==> config.mk <==
export PLATFORM = sky130hd
export DESIGN_NAME = sample_frame_streamer
export DESIGN_NICKNAME = d
export VERILOG_FILES = /design/src/rtl/sample_frame_streamer.sv
export SDC_FILE = /design/constraint.sdc
export NUM_CORES = 1
export LEC_CHECK = 0
export CORE_ASPECT_RATIO = 2
export CORE_MARGIN = 2
export CORE_UTILIZATION = 62
export CTS_CLUSTER_SIZE = 40
export DETAILED_ROUTE_END_ITERATION = 6
export GPL_TIMING_DRIVEN = 0
export PLACE_DENSITY = 0.89
export SLEW_MARGIN = 25
export SYNTH_ARGS = -nofsm -noshare
export SYNTH_HDL_FRONTEND = slang
export SYNTH_SLANG_ARGS = --single-unit
==> constraint.sdc <==
create_clock -name clk -period 15.23 [get_ports clk]
set_input_delay 3.046 -clock clk [delete_from_list [all_inputs] [get_ports clk]]
set_output_delay 3.046 -clock clk [all_outputs]
set_load 0.01 [all_outputs]
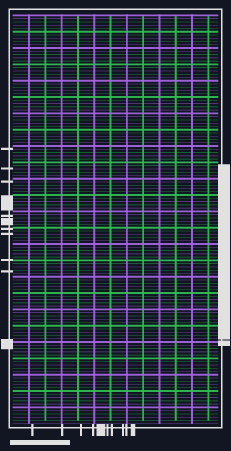
*Supply network*
The bar under the picture is 50 um long. Pins as bars on the die edge.
| net | colour |
|---|---|
| VDD | green |
| VSS | purple |
met1 rails: 126
signal pins: 153
met4 straps: 12
peak supply drop: 0.0995 mV
area of the core: 0.0582 mm^2

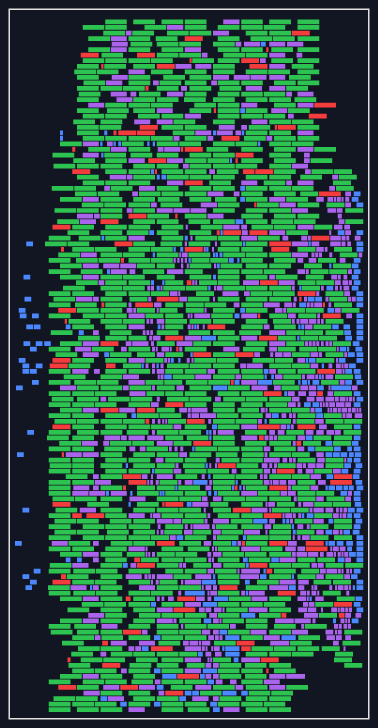
*Placement by cell class*
| class | colour | cells | share of their area |
|---|---|---|---|
| clock drivers and dummy loads | red | 134 | 6.1% |
| flops | green | 947 | 67% |
| other buffers and delay cells | blue | 307 | 6.4% |
| all other logic | purple | 766 | 21% |
standard-cell rows: 125
final core area utilization: 0.725
sequential share of cell area: 0.653
final instance area: 0.0422 mm^2

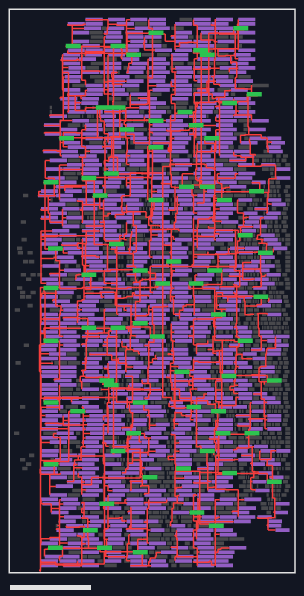
*Clock wires, drivers and flops*
The bar under the picture is 50 um long.
[clock wires] red | length: 9720 um
[cells driving clock nets] green | count: 73
[flip-flops] purple | count: 947
routed clock nets: 74
Clock Power: 2.05 mW
Layout Skew: 0.0354 ns

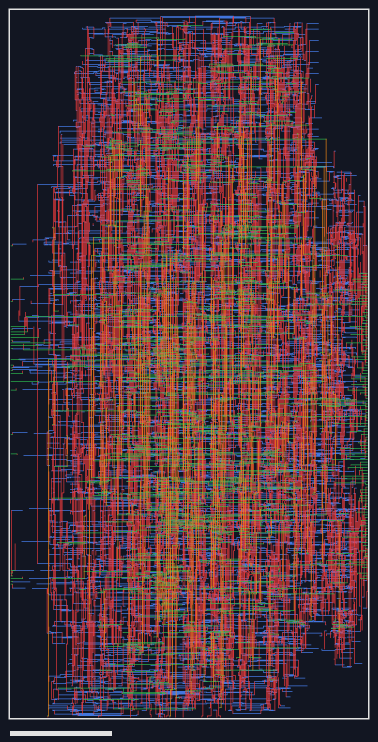
*Metal layers overlaid*
The bar under the picture is 50 um long.
| layer | colour | wire length |
|---|---|---|
| met1 | blue | 31.1 mm |
| met3 | green | 10700 um |
| met2 | red | 52.9 mm |
| met4 | orange | 9880 um |
total detailed-routing wirelength: 105 mm
routed wirelength normalized by instance count: 35.8 um
routed via count: 20.7k

==> flow_metrics.py <==
# Physical implementation metrics
metrics = {
    "run_status": {
        "run_status": "finished clean",
    },
    "placement": {
        "hpwlAfterDp_mm": 65.7,
    },
    "yosys": {
        "syn-instance-count": 1821,
        "synthesis.area_mm2": 0.0365,
        "post_synth_mux_area_share": 0.147,
        "top_area_cell": "edfxtp_1",
        "ys_top_logic_family": "multiplexers",
        "post-synth-top-count-cell": "edfxtp_1",
    },
    "worst_setup_path": {
        "slowest_stage": "nor2_1",
        "worst-r2r-setup-slack_ns": 10.73,
        "start_kind": "input pin",
    },
    "clock_tree": {
        "post-cts-setup-buffer-count": 0,
        "cts_resized": 0,
    },
    "global_route": {
        "global_route_wire_length_before_repair_mm": 150,
        "grt_antenna_before_repair": 3,
        "vias_in_the_first_global_route": 21900,
    },
    "final_layout": {
        "lay_top_cells": "edfxtp_1 (768), mux4_2 (181), dfrtp_1 (179)",
        "layout.sequential_cells": 947,
        "design.final.nets": 2142,
    },
    "final_timing": {
        "rsz0062_at_grt": "no",
        "setup_viol_count_final": 0,
    },
    "floorplanning": {
        "floorplan.die.height_um": 347,
    },
    "power": {
        "pwr-share-seq": 0.568,
        "fin_total_pwr_mw": 5.67,
    },
}
Power is estimated from default activity; no workload was simulated.
